`config.mk`:
```
export PLATFORM = sky130hd
export DESIGN_NAME = pcint_flag_ctrl
export DESIGN_NICKNAME = d
export VERILOG_FILES = /design/src/rtl/pcint_flag_ctrl.sv
export SDC_FILE = /design/constraint.sdc
export NUM_CORES = 1
export LEC_CHECK = 0
export CAP_MARGIN = 0
export CORE_ASPECT_RATIO = 1.75
export CORE_MARGIN = 2
export CORE_UTILIZATION = 33
export CTS_BUF_LIST = sky130_fd_sc_hd__clkbuf_4 sky130_fd_sc_hd__clkbuf_8
export CTS_CLUSTER_SIZE = 30
export DETAILED_ROUTE_END_ITERATION = 10
export MAX_ROUTING_LAYER = met4
export PLACE_DENSITY_LB_ADDON = 0.1
export SLEW_MARGIN = 30
export SYNTH_ARGS = -nofsm -noshare
export SYNTH_HDL_FRONTEND = slang
export SYNTH_SLANG_ARGS = --single-unit
```
`constraint.sdc`:
```
create_clock -name cp2 -period 1.4 [get_ports cp2]
set_input_delay 0.14 -clock cp2 [delete_from_list [all_inputs] [get_ports cp2]]
set_output_delay 0.14 -clock cp2 [all_outputs]
set_load 0.01 [all_outputs]
```
`src/rtl/pcint_flag_ctrl.sv`:
```
// pcint_flag_ctrl
//   Input side of the Port E pin logic. Synchronizes the Port E pads and
//   detects masked pin changes on PCINT[27:24]. Owns PCIFR (PCIF[3:0]) and
//   raises a level interrupt request for each enabled flag.
//
// Ports
//   cp2, ireset        clock (rising edge) and asynchronous active-low reset
//   IO_Addr, iore,     IO bus; PCIFR reads combinationally and is
//   iowe, dbus_in,     write-one-to-clear
//   dbus_out, out_en
//   pad_i, din_dis_i   raw pad levels, per-pad digital-input disable
//   pcmsk_i, pcie_i    change-enable mask (PCMSK3), interrupt enables (PCICR)
//   pcif_set_i         set pulses for PCIF2..0 from the other ports
//   irq_ack_i          vector acknowledge per flag
//   pin_sync_o         synchronized pads (PINE read path)
//   pcif_o, irq_o      flags and interrupt requests
module pcint_flag_ctrl #(
    parameter int unsigned port_width    = 4,
    parameter logic [5:0]  PCIFR_Address = 6'h1b,
    parameter int unsigned sync_stages   = 2
) (
    input  logic                  cp2,
    input  logic                  ireset,
    input  logic [5:0]            IO_Addr,
    input  logic                  iore,
    input  logic                  iowe,
    input  logic [7:0]            dbus_in,
    output logic [7:0]            dbus_out,
    output logic                  out_en,
    input  logic [port_width-1:0] pad_i,
    input  logic [port_width-1:0] din_dis_i,
    input  logic [port_width-1:0] pcmsk_i,
    input  logic [3:0]            pcie_i,
    input  logic [2:0]            pcif_set_i,
    input  logic [3:0]            irq_ack_i,
    output logic [port_width-1:0] pin_sync_o,
    output logic [3:0]            pcif_o,
    output logic [3:0]            irq_o
);

    // Wide enough to hold sync_stages+1 (2 bits for the default depth).
    localparam int unsigned   CntW   = $clog2(sync_stages + 2);
    localparam logic [CntW-1:0] ArmVal = CntW'(sync_stages + 1);

    logic [port_width-1:0] sync_q [sync_stages];
    logic [port_width-1:0] sync_d [sync_stages];
    logic [port_width-1:0] prev_q, prev_d;
    logic [CntW-1:0]       cnt_q, cnt_d;
    logic [3:0]            pcif_q, pcif_d;

    logic                  armed;
    logic [port_width-1:0] chg;
    logic                  pcifr_sel;
    logic                  pcifr_wr;
    logic [3:0]            pcif_set;
    logic [3:0]            pcif_clr;
    logic                  unused_dbus;

    assign unused_dbus = ^dbus_in[7:4];

    assign pin_sync_o = sync_q[sync_stages-1];
    assign armed      = (cnt_q == ArmVal);
    // Until armed, the levels present at reset release must not look like changes.
    assign chg        = (pin_sync_o ^ prev_q) & pcmsk_i & {port_width{armed}};

    assign pcifr_sel = (IO_Addr == PCIFR_Address);
    assign pcifr_wr  = iowe & pcifr_sel;

    always_comb begin
        sync_d[0] = pad_i & ~din_dis_i;
        for (int i = 1; i < int'(sync_stages); i++) begin
            sync_d[i] = sync_q[i-1];
        end
        prev_d = pin_sync_o;
        cnt_d  = armed ? cnt_q : cnt_q + 1'b1;
    end

    always_comb begin
        pcif_set = {|chg, pcif_set_i};
        pcif_clr = irq_ack_i | ({4{pcifr_wr}} & dbus_in[3:0]);
        // Set wins over a clear arriving in the same cycle.
        pcif_d   = pcif_set | (pcif_q & ~pcif_clr);
    end

    always_ff @(posedge cp2 or negedge ireset) begin
        if (!ireset) begin
            for (int i = 0; i < int'(sync_stages); i++) begin
                sync_q[i] <= '0;
            end
            prev_q <= '0;
            cnt_q  <= '0;
            pcif_q <= '0;
        end else begin
            for (int i = 0; i < int'(sync_stages); i++) begin
                sync_q[i] <= sync_d[i];
            end
            prev_q <= prev_d;
            cnt_q  <= cnt_d;
            pcif_q <= pcif_d;
        end
    end

    always_comb begin
        out_en   = 1'b0;
        dbus_out = 8'h00;
        if (iore && pcifr_sel) begin
            out_en   = 1'b1;
            dbus_out = {4'b0000, pcif_q};
        end
    end

    assign pcif_o = pcif_q;
    assign irq_o  = pcif_q & pcie_i;

endmodule

```
==> flow_metrics.py <==
# Physical implementation metrics
metrics = {
    "logic_synthesis": {
        "ys_ff": 18,
        "xor_area_frac": 0.0572,
        "synth_area_per_cell_um2": 12.4,
        "ys_seq_frac": 0.588,
        "synthSimpleGateAreaFrac": 0.193,
        "ys_warn_count": 0,
        "mux_area_frac": 0.0147,
        "netlist.area_leader.share": 0.588,
        "syn_area_um2": 766,
        "ys_sh_aoi": 0.0670,
        "top_logic_kind": "simple AND/OR/NAND/NOR gates",
        "topCellsByArea": "dfrtp_1, and2_1, xor2_1",
        "yosys.area.top_type": "dfrtp_1",
        "synthCells": 62,
        "ys_area_um2": 766,
        "synth_cell_types": 18,
        "ys_sh_adder": 0.0163,
        "yosys-stat-cells": 62,
    },
    "detailed_routing": {
        "drc": 0,
        "num_vias": 674,
        "wl_per_cell_um": 11.7,
        "wirelength_um": 1730,
        "drtPass1Iterations": 4,
        "antenna_left": 0,
        "vias_per_cell": 4.55,
        "drtIter0Drc": 3,
    },
    "finish": {
        "area_delta_synth_final_pct": 81.0,
        "comb_area_um2": 289,
        "final_common_cell": "clkdlybuf4s50_1",
        "lay_top_cells": "clkdlybuf4s50_1, dfrtp_1, dlygate4sd2_1, and2_1",
        "register_area_um2": 450,
        "drive_gt1_frac": 0.114,
        "insertedDiodeCount": 0,
        "n_fill_cell": 208,
        "fin_nets": 167,
    },
    "worst_setup_path": {
        "path_class": "input pin to output pin",
        "r2r-start": "pin_sync_o[2]",
        "start_kind": "input pin",
        "cp_max_fo": 4,
        "critPathArrivalTime_ns": 1.19,
        "worstSetupStartpoint": "IO_Addr[2]",
        "end_kind": "output pin",
        "critPathRequiredTime_ns": 1.26,
    },
    "clock_tree": {
        "numCtsBuffers": 3,
        "cts-root-buf": "clkbuf_8",
        "ctsHtreeMaxLevel": 1,
        "clkSlewWorstSetupHoldPaths_ns": 0.06,
        "clock_sinks": 18,
        "cts_buffer_depth": 2,
        "cts_hold_buf": 0,
        "cts_tree": "built",
    },
    "sta": {
        "fin_crit_sh": 0.949,
        "setup-tns-final_ns": 0,
        "clock.fmax_ghz": 0.752,
        "rsz0062_at_grt": "false",
        "hold_viol_final": 0,
        "setup_viol": 0,
        "slew_violations": 0,
        "fin_crit_ns": 1.33,
    },
    "power_and_ir_drop": {
        "ir_worst_vdd_uv": 646,
        "internal_power_mw": 0.893,
        "p_sw_mw": 0.239,
        "comb_power_share": 0.200,
        "p_leak_nw": 0.662,
        "swShare": 0.211,
        "pwr-share-seq": 0.500,
        "powerDensity_mw_per_mm2": 817,
    },
    "global_route": {
        "grt.total_usage": 0.156,
        "antenna_found_initial": 0,
        "grt_pass1_vias": 705,
        "grt_pass1_wl_um": 2790,
        "globalRouteOverflowTotal": 0,
        "grt_max_degree": 19,
    },
    "die": {
        "pin_count": 62,
        "fp_util": 0.341,
        "die-area_mm2": 0.00274,
    },
    "placed_design": {
        "dp_hpwl_um": 1400,
        "routabilityCongestion": 0.600,
        "placed_area_mm2": 0.00132,
    },
    "job": {
        "maxCapViolCount": 0,
        "warnings": 30,
    },
    "run_status": {
        "status": "finished, final reports clean",
    },
    "hold_path": {
        "hold_path_class": "input pin to async pin",
    },
}
critical path, stage by stage:
cell           delay [ns]
dlygate4sd2_1        0.24
nand3b_1             0.19
nor2_4               0.14
buf_6                0.11
and2_1               0.10
dlygate4sd2_1        0.26
sequential cells by signal, summed over array words and instances, names as in the netlist:
register    flops
pcif_o          4
pin_sync_o      4
prev_q          4
sync_d          4
cnt_q           2
layer usage:
metal  GRT usage  share of wire  up-vias
met1       0.146           0.34      312
met2       0.264           0.53       44
li1            -              -      314
met5           -              0        -
met3      0.0362           0.12        4
met4       0.100          0.017        0
what timing repair did:
action | CTS | global route
setup endpoints to repair | 9 | 2
buffers inserted | 4 | 0
pin swaps | 2 | 1
resized | 21 | 1
final cells by class:
| cell class | count | area share |
|---|---|---|
| Tap cell | 25 | 0.0226 |
| Inverter | 4 | 0.0108 |
| Timing Repair Buffer | 59 | 0.403 |
| Multi-Input combinational cell | 39 | 0.208 |
| Sequential cell | 18 | 0.325 |
| Clock buffer | 3 | 0.0298 |
power by group through the flow:
stage | sequential, mW | clock, mW | combinational, mW
floorplan | 0.581 | 0 | 0.0591
global placement | 0.576 | 0 | 0.228
detailed placement | 0.577 | 0 | 0.232
CTS | 0.566 | 0.363 | 0.232
global route | 0.570 | 0.376 | 0.249
finish | 0.566 | 0.339 | 0.227
final timing paths:
| kind | endpoint | depth (start not counted) | slack, ns |
|---|---|---|---|
| max | dbus_out[2] | 6 | 0.07 |
| max in group asynchronous | pcif_o[2] | 2 | 1.01 |
| max reg2reg | pcif_o[3] | 4 | 0.24 |
| min reg2reg | pin_sync_o[1] | 0 | 0.35 |
| min in group cp2 | pin_sync_o[1] | 0 | 0.35 |
| min | cnt_q[0] | 2 | 0.21 |
synth_stat cells:
library cell   n
nand2_1        5
nand3b_1       2
a22oi_1        2
mux2_2         1
inv_1          4
ha_1           1
a32o_1         1
dfrtp_1       18
buf_4          4
conb_1         1
nor2_1         1
nand4b_4       1
and2_1         8
a31o_1         3
nor2_4         1
xor2_1         4
nor2b_1        4
xnor2_1        1
kinds of logic (layout without fill, tap and decap cells):
| family | Yosys count | after routing |
|---|---|---|
| AOI/OAI and AO/OA | 6 | 6 |
| xor gates and xnor gates | 5 | 5 |
| adders and majority gates | 1 | 1 |
| buffers and inverters | 8 | 66 |
| DFF | 18 | 18 |
| muxes | 1 | 1 |
| other | 1 | 4 |
| and+or+nand+nor | 22 | 22 |
through the flow:
step / hold WS (ns) / setup slack (ns) / std cells / total power [mW]
after floorplan: -0.156 / 0.296 / 65 / 0.640
after global placement: 0.336 / -0.438 / 141 / 0.803
after detailed placement: 0.339 / -0.480 / 141 / 0.810
after CTS: 0.208 / 0.00307 / 148 / 1.16
after global routing: 0.257 / 0.0115 / 148 / 1.19
final: 0.210 / 0.0709 / 148 / 1.13
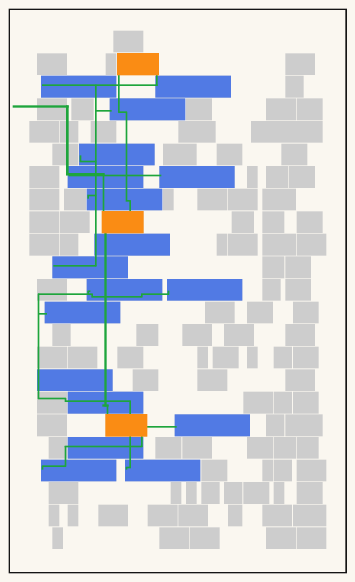
*Clock distribution*
clock drivers -> orange  # count 3
flip-flops -> blue  # count 18
clock wires -> green  # length 205 um
routed clock nets = 4
Clock power frac: 0.300
Clock Power: 0.339 mW
Worst Clk Skew: 0.00126 ns
Insertion Delay late pin: 0.25 ns

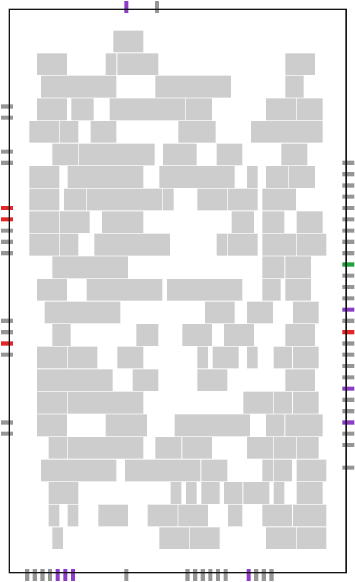
*Ports around the boundary*
Pins as bars across the die edge, other pins in gray.
dbus_out -> purple  # pins 8, direction output, edge 4 south, 3 east, 1 north
iowe -> green  # pins 1, direction input, edge east
pcmsk_i -> red  # pins 4, direction input, edge 3 west, 1 east
all pins by edge = 27 east, 18 south, 15 west, 2 north
Die H: 67.7 um
port bufs: 53
Die Wd: 40.4 um

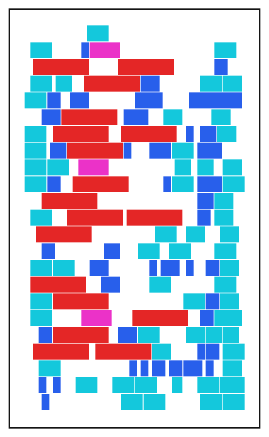
*Placed cells, one color a class*
clock drivers -> magenta  # cells 3, share of their area 3.0%
combinational and other logic -> blue  # cells 43, share of their area 22%
flops -> red  # cells 18, share of their area 33%
other buffers and delay cells -> cyan  # cells 59, share of their area 41%
Seq area share: 0.325
Core ar.: 0.00224 mm^2
FP Rows: 23
fin util: 0.618
post-route cell area: 0.00139 mm^2

Power and IR drop assume default switching activity.
